`src/rtl/alu_sched.sv`:
```
// rtl/alu_sched.sv - ALU command sequencer: 8x8 regfile, command FIFO, single-issue with RAW hazard handling
//
// Ports:
//   clk, rst                     clock, asynchronous active-high reset
//   cmd_valid/cmd_ready          command handshake; cmd_sel/rs1/rs2/rd form the queued entry
//   ld_en/ld_addr/ld_data        host register load, accepted only when ld_ready (= !busy)
//   rd_addr/rd_data              host register read, one-cycle registered latency
//   alu_a/alu_b/alu_sel/alu_addr operands, op code and destination tag for the ALU
//   alu_en                       issue strobe (operand outputs are 0 when low)
//   alu_out/alu_out_addr         registered ALU result and tag, written back when an op is in flight
//   busy                         FIFO non-empty or op in flight
//   op_count                     completed writebacks (wrapping)
// Build option: ALU_SCHED_FWD_EN forwards alu_out into the operands instead of stalling.

module alu_sched #(
    parameter int DEPTH = 4,
    parameter int PTR_W = 2
) (
    input  logic        clk,
    input  logic        rst,
    input  logic        cmd_valid,
    output logic        cmd_ready,
    input  logic [2:0]  cmd_sel,
    input  logic [2:0]  cmd_rs1,
    input  logic [2:0]  cmd_rs2,
    input  logic [2:0]  cmd_rd,
    input  logic        ld_en,
    input  logic [2:0]  ld_addr,
    input  logic [7:0]  ld_data,
    output logic        ld_ready,
    input  logic [2:0]  rd_addr,
    output logic [7:0]  rd_data,
    output logic [7:0]  alu_a,
    output logic [7:0]  alu_b,
    output logic [2:0]  alu_sel,
    output logic [2:0]  alu_addr,
    output logic        alu_en,
    input  logic [7:0]  alu_out,
    input  logic [2:0]  alu_out_addr,
    output logic        busy,
    output logic [15:0] op_count
);
    typedef enum logic [1:0] {IDLE, ISSUE, STALL} state_t;

    localparam logic [PTR_W:0] FULL = (PTR_W+1)'(DEPTH);

    state_t            state, state_nxt;
    logic [11:0]       fifo_mem [DEPTH];
    logic [PTR_W-1:0]  wr_ptr, rd_ptr, rd_ptr_nxt;
    logic [PTR_W:0]    count, count_nxt;
    logic              inflight;
    logic [2:0]        inflight_rd, ird_nxt;
    logic              hazard_nxt;
    logic [7:0]        rf [8];
    logic [11:0]       head, cmd_entry;
    logic [2:0]        head_sel, head_rs1, head_rs2, head_rd;
    logic [7:0]        op_a, op_b;
    logic              push, issue;
`ifndef ALU_SCHED_FWD_EN
    logic [2:0]        nxt_rs1, nxt_rs2;
`endif

    assign cmd_entry = {cmd_sel, cmd_rs1, cmd_rs2, cmd_rd};
    assign head      = fifo_mem[rd_ptr];
    assign head_sel  = head[11:9];
    assign head_rs1  = head[8:6];
    assign head_rs2  = head[5:3];
    assign head_rd   = head[2:0];

    assign busy      = (count != '0) | inflight;
    assign cmd_ready = (count != FULL);
    assign ld_ready  = !busy;
    assign push      = cmd_valid & cmd_ready;
    assign issue     = (state == ISSUE);

`ifdef ALU_SCHED_FWD_EN
    // The in-flight result is on alu_out this cycle; bypass the regfile for it.
    assign op_a = (inflight && head_rs1 == inflight_rd) ? alu_out : rf[head_rs1];
    assign op_b = (inflight && head_rs2 == inflight_rd) ? alu_out : rf[head_rs2];
`else
    assign op_a = rf[head_rs1];
    assign op_b = rf[head_rs2];
`endif

    // The state register holds the classification of the cycle to come, so the
    // next state is derived from the head and in-flight tag as they will be
    // after this edge.
    always_comb begin
        state_nxt  = IDLE;
        hazard_nxt = 1'b0;
        alu_en     = 1'b0;
        alu_a      = 8'h00;
        alu_b      = 8'h00;
        alu_sel    = 3'd0;
        alu_addr   = 3'd0;
        count_nxt  = count + (PTR_W+1)'(push) - (PTR_W+1)'(issue);
        rd_ptr_nxt = rd_ptr + PTR_W'(issue);
        ird_nxt    = issue ? head_rd : inflight_rd;
`ifndef ALU_SCHED_FWD_EN
        // With a push landing on the next read slot the FIFO was empty after
        // the pop, so the incoming command becomes the head.
        if (push && wr_ptr == rd_ptr_nxt) begin
            nxt_rs1 = cmd_rs1;
            nxt_rs2 = cmd_rs2;
        end else begin
            nxt_rs1 = fifo_mem[rd_ptr_nxt][8:6];
            nxt_rs2 = fifo_mem[rd_ptr_nxt][5:3];
        end
        hazard_nxt = issue & ((nxt_rs1 == ird_nxt) | (nxt_rs2 == ird_nxt));
`endif
        if (count_nxt != '0) begin
            state_nxt = hazard_nxt ? STALL : ISSUE;
        end
        if (state == ISSUE) begin
            alu_en   = 1'b1;
            alu_a    = op_a;
            alu_b    = op_b;
            alu_sel  = head_sel;
            alu_addr = head_rd;
        end
    end

    always_ff @(posedge clk or posedge rst) begin
        if (rst) begin
            state <= IDLE;
        end else begin
            state <= state_nxt;
        end
    end

    always_ff @(posedge clk or posedge rst) begin
        if (rst) begin
            wr_ptr      <= '0;
            rd_ptr      <= '0;
            count       <= '0;
            inflight    <= 1'b0;
            inflight_rd <= 3'd0;
        end else begin
            if (push) begin
                wr_ptr <= wr_ptr + PTR_W'(1);
            end
            rd_ptr      <= rd_ptr_nxt;
            count       <= count_nxt;
            inflight    <= issue;
            inflight_rd <= ird_nxt;
        end
    end

    always_ff @(posedge clk) begin
        if (push) begin
            fifo_mem[wr_ptr] <= cmd_entry;
        end
    end

    // Writeback and host load never collide: a writeback implies busy, which blocks loads.
    always_ff @(posedge clk or posedge rst) begin
        if (rst) begin
            for (int i = 0; i < 8; i++) begin
                rf[i] <= 8'h00;
            end
            rd_data  <= 8'h00;
            op_count <= 16'h0000;
        end else begin
            rd_data <= rf[rd_addr];
            if (inflight) begin
                rf[alu_out_addr] <= alu_out;
                op_count         <= op_count + 16'd1;
            end else if (ld_en && ld_ready) begin
                rf[ld_addr] <= ld_data;
            end
        end
    end
endmodule

```
`config.mk`:
```
export PLATFORM = sky130hd
export DESIGN_NAME = alu_sched
export DESIGN_NICKNAME = d
export VERILOG_FILES = /design/src/rtl/alu_sched.sv
export SDC_FILE = /design/constraint.sdc
export NUM_CORES = 1
export LEC_CHECK = 0
export CELL_PAD_IN_SITES_DETAIL_PLACEMENT = 0
export CELL_PAD_IN_SITES_GLOBAL_PLACEMENT = 1
export CORE_ASPECT_RATIO = 1.2
export CORE_UTILIZATION = 50
export DETAILED_ROUTE_END_ITERATION = 10
export MAX_ROUTING_LAYER = met4
export PLACE_DENSITY_LB_ADDON = 0.1
export SYNTH_ARGS = -nofsm -noshare
export SYNTH_HDL_FRONTEND = slang
export SYNTH_SLANG_ARGS = --single-unit
export TNS_END_PERCENT = 100
```
`constraint.sdc`:
```
create_clock -name clk -period 10.2 [get_ports clk]
set_input_delay 3.06 -clock clk [delete_from_list [all_inputs] [get_ports clk]]
set_output_delay 3.06 -clock clk [all_outputs]
set_load 0.05 [all_outputs]
```
==> images/cell_classes.png <==
The bar under the picture is 20 um long. Fill, decap, tap and diode cells in grey.
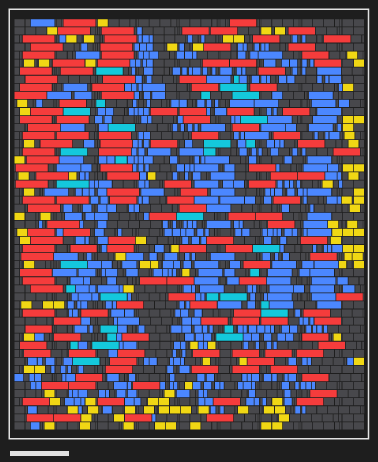
| class | colour | cells |
|---|---|---|
| all other logic | blue | 508 |
| flip-flops | red | 149 |
| other buffers and delay cells | yellow | 103 |
| clock drivers and dummy loads | cyan | 32 |
sequential share of cell area: 39.6%
row cnt: 51
post-route cell area: 10,000 um^2
core region area: 16,400 um^2
utilization after layout: 61.2%

==> images/met4.png <==
The bar under the picture is 20 um long. Supply wires on this layer in grey.
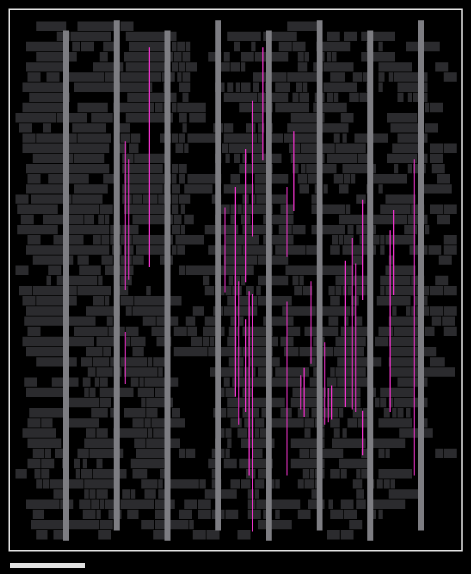
share of all routed wire: 4.2%
wire length on this layer: 983 um
main direction: vertical
via count of the routed design: 6,321
total routed wirelength: 23.3 mm

==> metrics.sh <==
RUN_STATUS='finished, final reports clean'
POWER.COMBINATIONAL.FRACTION_PCT=54.9
REG2REG_DEPTH=11
NET_COUNT_OF_THE_MAPPED_NETLIST=764
CRITPATHREQUIREDTIME_NS=7.14
PWR-SHARE-CLK_PCT=17.1
FINALSETUPTNS_NS=0
CTS_SINKS=149
INSERTION_DELAY_NS=0.43
YOSYSCELLCOUNT=715
DP_HPWL_MM=15.9
GLOBALROUTE.BUSIESTLAYER='met2'
WORST_PATH_MAX_STAGE_DELAY_NS=0.76
TOP_REGISTER='rf'
TIMING.RR.START='state[0]'
SETUP_VIOL_COUNT_FINAL=0
ANTENNA_CELLS_INSERTED=0
FINAL_COMMON_CELL='sky130_fd_sc_hd__dfrtp_1'
COMBINATIONALPOWER_uW=2010
SYNTH.CELLMIX.ADDERSHARE_PCT=1.27
HOLD_WS_NS=0.474
CTSLONGESTPATHBUFFERS=2
YS_CHIP_AREA_UM2=8450
CLOCK_TREE_AREA_FRACTION_PCT=5.85
TIMING.FMAX_MHz=137
DRT_ITER0_MARKERS=435
BUF_SHARE_PCT=9.96
COMB_SHARE_PCT=41.4
WL_MET2_MM=11.9
BUFFERS=103
PIN_COUNT_OF_THE_BIGGEST_NET_ENTERING_GLOBAL_ROUTING=64
WORSTSETUPSTARTPOINT='rd_ptr[0]'
TIMING_WORST_SLEW_PIN_VALUE_NS=1.31
DETAILED_PLACE.AREA_UM2=9440
SWITCHING_SHARE_PCT=44.9
DESIGN.FINAL.NETS=828
SYNTHESIS.YOSYS.WARNINGS=0
WL_PER_CELL_UM=23.3
YOSYSSEQAREASHARE_PCT=47.0
SYNTHAOIAREAFRAC_PCT=13.9
GR-USAGE-ALL-LAYERS_PCT=29.1
CELL_AREA_POWER_DENSITY_nW_PER_UM2=365
CP_SLOWEST_CELL='sky130_fd_sc_hd__dfrtp_1'
FINALHOLDVIOLCOUNT=0
WORST-PATH-STAGES=8
SETUP.WORST_PATH.END='alu_b[3]'
FINAL_SETUP_MARGIN_NS=2.88
CRITPATHTOPFAMILY='buffers and inverters'
TIMING.HOLD.WORST_PATH_DEPTH=1
DIE_W_UM=121
WIRELENGTH_MET1_MM=8.79
CLOCK_POWER_uW=625
==> images/density.png <==
12 x 14 tiles, from white (low) to dark blue (high), 0 to 100% covered.
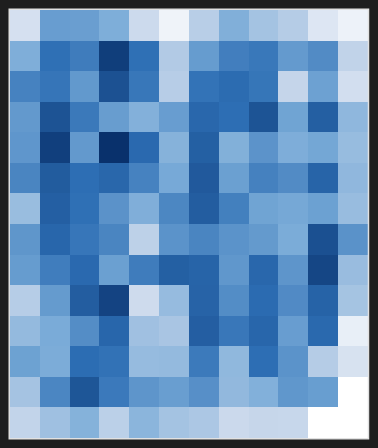
fullest tile: 100%
nearly empty tiles: 1.8%
mean over tiles: 56%
Starting Density: 51.5%

Power is estimated from default activity; no workload was simulated.
